$ cat config.mk
export PLATFORM = sky130hd
export DESIGN_NAME = switch_pkt_tx
export DESIGN_NICKNAME = d
export VERILOG_FILES = /design/src/rtl/switch_tx_pkg.sv /design/src/rtl/tx_cmd_fifo.sv /design/src/rtl/switch_pkt_tx.sv
export SDC_FILE = /design/constraint.sdc
export NUM_CORES = 1
export LEC_CHECK = 0
export CORE_MARGIN = 2
export CORE_UTILIZATION = 62
export DETAILED_ROUTE_END_ITERATION = 10
export GPL_ROUTABILITY_DRIVEN = 0
export PLACE_DENSITY = 0.85
export SLEW_MARGIN = 20
export SYNTH_ARGS = -nofsm -noshare
export SYNTH_HDL_FRONTEND = slang
export SYNTH_SLANG_ARGS = --single-unit
$ cat constraint.sdc
create_clock -name fast_clk -period 4.03 [get_ports fast_clk]
set_input_delay 0.806 -clock fast_clk [delete_from_list [all_inputs] [get_ports fast_clk]]
set_output_delay 0.806 -clock fast_clk [all_outputs]
set_load 0.01 [all_outputs]
$ cat src/rtl/switch_tx_pkg.sv
// -----------------------------------------------------------------------------
// switch_tx_pkg
// Shared types for the switch ingress packet transmitter:
//   tx_state_e : framing FSM states
//   tx_cmd_t   : packet command {da, len, seed} as stored in the command FIFO
//   CMD_W      : packed width of tx_cmd_t
// -----------------------------------------------------------------------------
package switch_tx_pkg;

   typedef enum logic [2:0] {
      IDLE,
      HDR_DA,
      HDR_LEN,
      PAYLOAD,
      GAP
   } tx_state_e;

   typedef struct packed {
      logic [7:0] da;
      logic [7:0] len;
      logic [7:0] seed;
   } tx_cmd_t;

   localparam int CMD_W = $bits(tx_cmd_t);

endpackage

$ cat src/rtl/tx_cmd_fifo.sv
// -----------------------------------------------------------------------------
// tx_cmd_fifo
// Synchronous FIFO holding packed tx_cmd_t packet commands.
// Ports:
//   i_clk, i_rst_n : clock, asynchronous active-low reset (flushes the FIFO)
//   i_push/i_wdata : write request and command; ignored while full
//   i_pop          : read request; ignored while empty
//   o_rdata        : command at the head (show-ahead)
//   o_full/o_empty : registered-count status flags
//   o_count        : number of stored commands
// -----------------------------------------------------------------------------
module tx_cmd_fifo
   import switch_tx_pkg::*;
#(
   parameter int DEPTH = 4
)(
   input  logic                     i_clk,
   input  logic                     i_rst_n,
   input  logic                     i_push,
   input  logic [CMD_W-1:0]         i_wdata,
   input  logic                     i_pop,
   output logic [CMD_W-1:0]         o_rdata,
   output logic                     o_full,
   output logic                     o_empty,
   output logic [$clog2(DEPTH):0]   o_count
);

   localparam int AW = $clog2(DEPTH);
   localparam logic [AW:0] FULL_CNT = DEPTH[AW:0];

   logic [CMD_W-1:0] r_mem [DEPTH];
   logic [AW-1:0]    r_wr_ptr;
   logic [AW-1:0]    r_rd_ptr;
   logic [AW:0]      r_count;
   logic             w_push;
   logic             w_pop;

   // Flags come from the registered count only, so ready never depends
   // combinationally on a same-cycle pop.
   assign o_full  = (r_count == FULL_CNT);
   assign o_empty = (r_count == '0);
   assign o_count = r_count;
   assign o_rdata = r_mem[r_rd_ptr];

   assign w_push = i_push & ~o_full;
   assign w_pop  = i_pop & ~o_empty;

   always_ff @(posedge i_clk or negedge i_rst_n) begin
      if (!i_rst_n) begin
         r_wr_ptr <= '0;
         r_rd_ptr <= '0;
         r_count  <= '0;
      end else begin
         if (w_push) r_wr_ptr <= r_wr_ptr + 1'b1;
         if (w_pop)  r_rd_ptr <= r_rd_ptr + 1'b1;
         case ({w_push, w_pop})
            2'b10:   r_count <= r_count + 1'b1;
            2'b01:   r_count <= r_count - 1'b1;
            default: r_count <= r_count;
         endcase
      end
   end

   always_ff @(posedge i_clk) begin
      if (w_push) r_mem[r_wr_ptr] <= i_wdata;
   end

endmodule

$ cat src/rtl/switch_pkt_tx.sv
// -----------------------------------------------------------------------------
// switch_pkt_tx
// Ingress packet transmitter for the switch input port. Queues packet commands
// and serialises each as DA, LEN, then LEN payload bytes (seed, seed+1, ...),
// one byte per cycle, followed by MIN_GAP idle cycles.
// Ports:
//   fast_clk, reset_b    : clock, asynchronous active-low reset
//   cmd_valid/cmd_ready  : command handshake; cmd_da/cmd_len/cmd_seed payload
//   data_stall           : switch refuses a new packet (checked between packets)
//   data_valid, data     : registered byte stream; data is 00 when not valid
//   busy                 : frame in progress or commands pending
//   cnt_clr              : synchronous clear of the statistics counters
//   pkt_cnt, stall_cnt   : saturating frame count / stalled-launch cycle count
// -----------------------------------------------------------------------------
module switch_pkt_tx
   import switch_tx_pkg::*;
#(
   parameter int CMD_DEPTH = 4,
   parameter int MIN_GAP   = 1,
   parameter int CNT_W     = 16
)(
   input  logic             fast_clk,
   input  logic             reset_b,
   input  logic             cmd_valid,
   output logic             cmd_ready,
   input  logic [7:0]       cmd_da,
   input  logic [7:0]       cmd_len,
   input  logic [7:0]       cmd_seed,
   input  logic             data_stall,
   output logic             data_valid,
   output logic [7:0]       data,
   output logic             busy,
   input  logic             cnt_clr,
   output logic [CNT_W-1:0] pkt_cnt,
   output logic [CNT_W-1:0] stall_cnt
);

   localparam int CW = $clog2(CMD_DEPTH) + 1;
   localparam int GW = (MIN_GAP > 1) ? $clog2(MIN_GAP) : 1;
   localparam logic [GW-1:0] GAP_LOAD = GW'(MIN_GAP - 1);

   tx_state_e        r_state;
   tx_state_e        w_next;
   logic [7:0]       r_len;
   logic [7:0]       r_seed;
   logic [7:0]       r_pay;
   logic [7:0]       r_rem;
   logic [GW-1:0]    r_gap;
   logic             r_dv;
   logic [7:0]       r_data;
   logic [CNT_W-1:0] r_pkt_cnt;
   logic [CNT_W-1:0] r_stall_cnt;

   logic [CMD_W-1:0] w_fifo_rdata;
   logic             w_fifo_full;
   logic             w_fifo_empty;
   logic [CW-1:0]    w_fifo_count;
   tx_cmd_t          w_head;
   logic             w_go;
   logic             w_launch;
   logic             w_gap_done;
   logic             w_dv_nxt;
   logic [7:0]       w_data_nxt;
   logic             w_last;

   function automatic logic [CNT_W-1:0] sat_inc(input logic [CNT_W-1:0] v);
      return (&v) ? v : v + 1'b1;
   endfunction

   tx_cmd_fifo #(.DEPTH(CMD_DEPTH)) u_fifo (
      .i_clk   (fast_clk),
      .i_rst_n (reset_b),
      .i_push  (cmd_valid),
      .i_wdata ({cmd_da, cmd_len, cmd_seed}),
      .i_pop   (w_launch),
      .o_rdata (w_fifo_rdata),
      .o_full  (w_fifo_full),
      .o_empty (w_fifo_empty),
      .o_count (w_fifo_count)
   );

   assign w_head     = w_fifo_rdata;
   assign w_go       = ~w_fifo_empty & ~data_stall;
   assign w_gap_done = (r_gap == '0);
   assign w_launch   = (w_next == HDR_DA);

   assign cmd_ready  = ~w_fifo_full;
   assign busy       = (r_state != IDLE) || (w_fifo_count != '0);
   assign data_valid = r_dv;
   assign data       = r_data;
   assign pkt_cnt    = r_pkt_cnt;
   assign stall_cnt  = r_stall_cnt;

   // State register
   always_ff @(posedge fast_clk or negedge reset_b) begin
      if (!reset_b) r_state <= IDLE;
      else          r_state <= w_next;
   end

   // Next state. The state names the byte currently on the wire. The last GAP
   // cycle makes the launch decision itself, so exactly MIN_GAP idle cycles
   // separate back-to-back frames; otherwise the FSM rests in IDLE.
   always_comb begin
      w_next = r_state;
      unique case (r_state)
         IDLE:    if (w_go) w_next = HDR_DA;
         HDR_DA:  w_next = HDR_LEN;
         HDR_LEN: w_next = (r_len != 8'd0) ? PAYLOAD : GAP;
         PAYLOAD: if (r_rem == 8'd0) w_next = GAP;
         GAP:     if (w_gap_done) w_next = w_go ? HDR_DA : IDLE;
         default: w_next = IDLE;
      endcase
   end

   // Output decode: the byte to register for the coming state
   always_comb begin
      w_dv_nxt   = 1'b0;
      w_data_nxt = 8'h00;
      w_last     = 1'b0;
      unique case (w_next)
         HDR_DA: begin
            w_dv_nxt   = 1'b1;
            w_data_nxt = w_head.da;
         end
         HDR_LEN: begin
            w_dv_nxt   = 1'b1;
            w_data_nxt = r_len;
            w_last     = (r_len == 8'd0);
         end
         PAYLOAD: begin
            w_dv_nxt = 1'b1;
            if (r_state == HDR_LEN) begin
               w_data_nxt = r_seed;
               w_last     = (r_len == 8'd1);
            end else begin
               w_data_nxt = r_pay;
               w_last     = (r_rem == 8'd1);
            end
         end
         default: ;
      endcase
   end

   // Output registers and gap counter
   always_ff @(posedge fast_clk or negedge reset_b) begin
      if (!reset_b) begin
         r_dv   <= 1'b0;
         r_data <= 8'h00;
         r_gap  <= '0;
      end else begin
         r_dv   <= w_dv_nxt;
         r_data <= w_data_nxt;
         if (w_next == GAP && r_state != GAP) r_gap <= GAP_LOAD;
         else if (r_state == GAP && !w_gap_done) r_gap <= r_gap - 1'b1;
      end
   end

   // Working copy of the frame's command plus payload value / remaining count.
   // r_rem counts payload bytes still to send after the one on the wire.
   always_ff @(posedge fast_clk) begin
      if (w_launch) begin
         r_len  <= w_head.len;
         r_seed <= w_head.seed;
      end
      if (r_state == HDR_LEN) begin
         r_pay <= r_seed + 8'd1;
         r_rem <= r_len - 8'd1;
      end else if (r_state == PAYLOAD && r_rem != 8'd0) begin
         r_pay <= r_pay + 8'd1;
         r_rem <= r_rem - 8'd1;
      end
   end

   // Statistics; clear wins over a same-cycle increment
   always_ff @(posedge fast_clk or negedge reset_b) begin
      if (!reset_b) begin
         r_pkt_cnt   <= '0;
         r_stall_cnt <= '0;
      end else if (cnt_clr) begin
         r_pkt_cnt   <= '0;
         r_stall_cnt <= '0;
      end else begin
         if (w_last) r_pkt_cnt <= sat_inc(r_pkt_cnt);
         if (r_state == IDLE && !w_fifo_empty && data_stall)
            r_stall_cnt <= sat_inc(r_stall_cnt);
      end
   end

endmodule

==> impl_metrics.py <==
# Physical implementation metrics
metrics = {
    "run_status": {
        "status": "complete, no violations",
    },
    "synthesis": {
        "yosys_warnings": 0,
        "flop_cell": "edfxtp_1",
        "fp_nets": 555,
        "synthDistinctLibCells": 49,
        "async_flop_share_pct": 28.9,
        "ys_seq_share_pct": 66.9,
        "synth.avg_cell_area_um2": 15.0,
        "ys_chip_area_um2": 7690,
        "netlist_instances": 513,
    },
    "detailed_routing": {
        "ant_nets": 0,
        "via_per_inst": 5.89,
        "dr.first_iter.drc_count": 383,
    },
    "global_routing": {
        "antenna_found_initial": 0,
        "grt_max_degree": 53,
        "grt_pass1_wl_um": 24200,
        "grt_pass1_vias": 4738,
    },
    "clock_network": {
        "clock_sinks": 180,
        "h-tree-depth": 4,
        "clock.latency.late_pin_ps": 430,
        "clk_pin_slew_ps": 60,
        "ctsHoldBuffers": 0,
        "cts_setup_buffers": 0,
        "cts_resized": 0,
        "root_buffer": "clkbuf_16",
        "clock_path_buffers": 2,
    },
    "final_layout": {
        "layout-drive-gt1-share_pct": 13.5,
        "top_register": "u_fifo.r_mem",
        "n_antenna_cell": 0,
    },
    "run": {
        "cap_violations": 0,
        "warnings": 31,
    },
    "critical_path": {
        "cp-start-kind": "register",
        "crit-reg2reg-launch": "r_len[0]",
        "rrSetupSlack_ps": 1120,
        "worstPathMaxFanout": 17,
    },
    "die": {
        "core_util_floorplan_pct": 63.7,
        "die_area_um2": 13300,
        "boundaryPins": 72,
        "rows": 40,
        "die_w_um": 115,
        "core_um2": 12100,
    },
    "min_path": {
        "min_path_type": "in -> async",
    },
    "final_timing": {
        "hold_ws_ps": 499,
        "slew_viol_final": 0,
        "finalCriticalPeriod_ps": 2910,
        "tns_ps": 0,
        "skew_ps": 13.2,
    },
    "power": {
        "p_per_area_nw_per_um2": 471,
        "ir_drop_v": 0.000378,
    },
    "placement": {
        "portBuffers": 71,
    },
}
[critical path: cells and delay by family (launching register included)]
family          cells  cell delay [ps]
simple gates        3             1040
buf+inv             1              100
mux                 1              300
fa+ha+maj           1              180
compound gates      2              700
flops               1              470
[Yosys cell counts (all sizes together), types with 6 or more instances]
library cell,instances,area (um2)
and3,6,37.5
dfrtp,52,1300
clkbuf,11,41.3
or4,6,48.8
o21ai,21,109
nand2,29,109
nor3,11,55.1
edfxtp,128,3840
a21oi,8,40.0
nor2,42,158
buf,7,38.8
xnor2,21,184
xor2,20,175
a22oi,8,60.1
inv,17,63.8
mux4,24,541
nand4,9,56.3
mux2i,12,120
nand3,13,65.1
ha,12,150
[how the worst max path moves through the flow]
| stage | to | cells past startpoint | slack [ps] | start |
|---|---|---|---|---|
| final | pkt_cnt[11] | 8 | 1120 | r_len[0] |
| after global routing | pkt_cnt[11] | 8 | 960 | r_len[0] |
| after floorplan | r_pay[4] | 8 | 1590 | r_state[2] |
| after detailed placement | u_fifo.o_count[2] | 8 | 1110 | data_stall |
| after CTS | pkt_cnt[11] | 8 | 1140 | r_len[0] |
| after global placement | stall_cnt[14] | 6 | 1240 | data_stall |
[layout make-up]
class                      instances  area [um2]
timing repair buffer              81         781
tap                              168         210
inverter                          17        63.8
multi-input combinational        298        2410
clock inverter                    14         159
fill                             708        2860
clock buffer                      18         429
sequential                       180        5150
[kinds of logic after synthesis]
family	share of synthesized area (%)
buffers and inverters	1.87
multiplexers	9.33
flip-flops	66.9
adder cells (fa/ha/maj)	2.21
AND-OR/OR-AND	4.20
AND/OR/NAND/NOR	10.8
XOR/XNOR	4.67
[through the flow]
stage / instances / setup WS, ps / util [%]
2_1_floorplan: 513 / 1590 / -
3_3_place_gp: 744 / 1240 / 71.4
3_5_place_dp: 744 / 1110 / 71.4
4_1_cts: 776 / 1140 / 76.2
5_1_grt: 776 / 962 / 76.3
6_report: 776 / 1120 / 76.3
[power breakdown]
group	total (mW)	internal, mW	switching [mW]
combinational	0.382	0.140	0.242
clock	1.65	0.971	0.678
sequential	2.30	2.23	0.0700
total	4.33	3.34	0.991
[per-layer routing]
metal,share of wire (%),global-route usage (%),routed length (um)
met5,0,0,0
met4,1.7,9.32,251
met3,5.4,5.75,806
met2,52,41.3,7810
met1,41,31.0,6040
[cells in the final DEF, fill, tap and decap left out, drive strengths merged, types with 5 or more instances in the layout]
master         Yosys  layout
nor2              42      42
nand4              9       9
nor4b              5       5
xnor2             21      21
o31ai              5       5
nand2             29      29
nand3             13      13
dfrtp             52      52
o21ai             21      21
edfxtp           128     128
mux2i             12      12
a21oi              8       8
mux4              24      24
or4                6       6
and4               5       5
inv               17      20
nor3              11      11
buf                7      11
xor2              20      20
a22oi              8       8
clkbuf            11      18
ha                12      12
mux2               5       5
nor3b              5       5
clkdlybuf4s50      0      70
and3               6       6
clkinv             0       6
Figure 1. Metal 1.
(3 px per um)
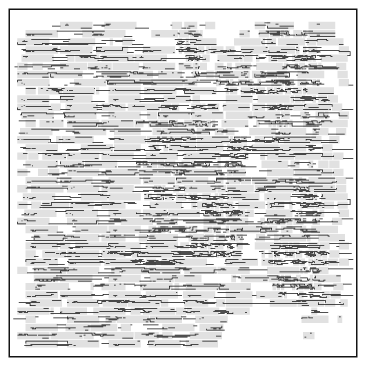
main direction: horizontal
longest straight run: 36.3 um
wire length on this layer: 6,040 um
final wirelength: 14,900 um
met1 usage: 31.0%
via count: 4,572

Figure 2. M2 wires.
(4 px per um)
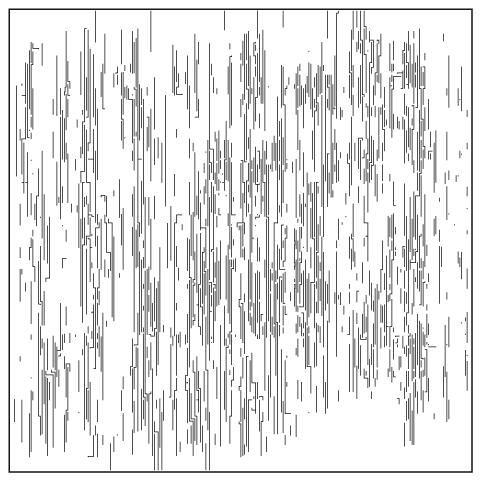
nets with wire on the layer: 584
share of all routed wire: 52%
wire length on this layer: 7,810 um
grt met2 use: 41.3%

Figure 3. Signal wires on met3.
(2 px per um)
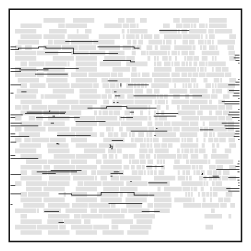
nets with wire on the layer: 86
wire length on this layer: 807 um

Figure 4. Metal 4.
(2 px per um)
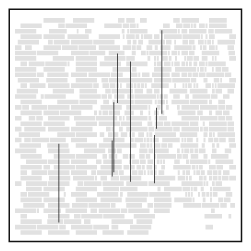
main direction: vertical
share of all routed wire: 1.7%
wire length on this layer: 251 um
nets with wire on the layer: 6
longest straight run: 59.8 um

Figure 5. Routing congestion map.
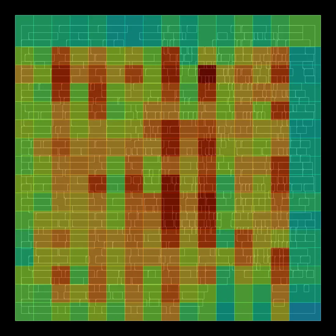
busiest grt layer: met2
M3 GR Usage: 5.75%
Final Util: 76.3%
gr usage total: 24.5%

Power figures rest on the tool's default switching activity, not on a simulated workload.
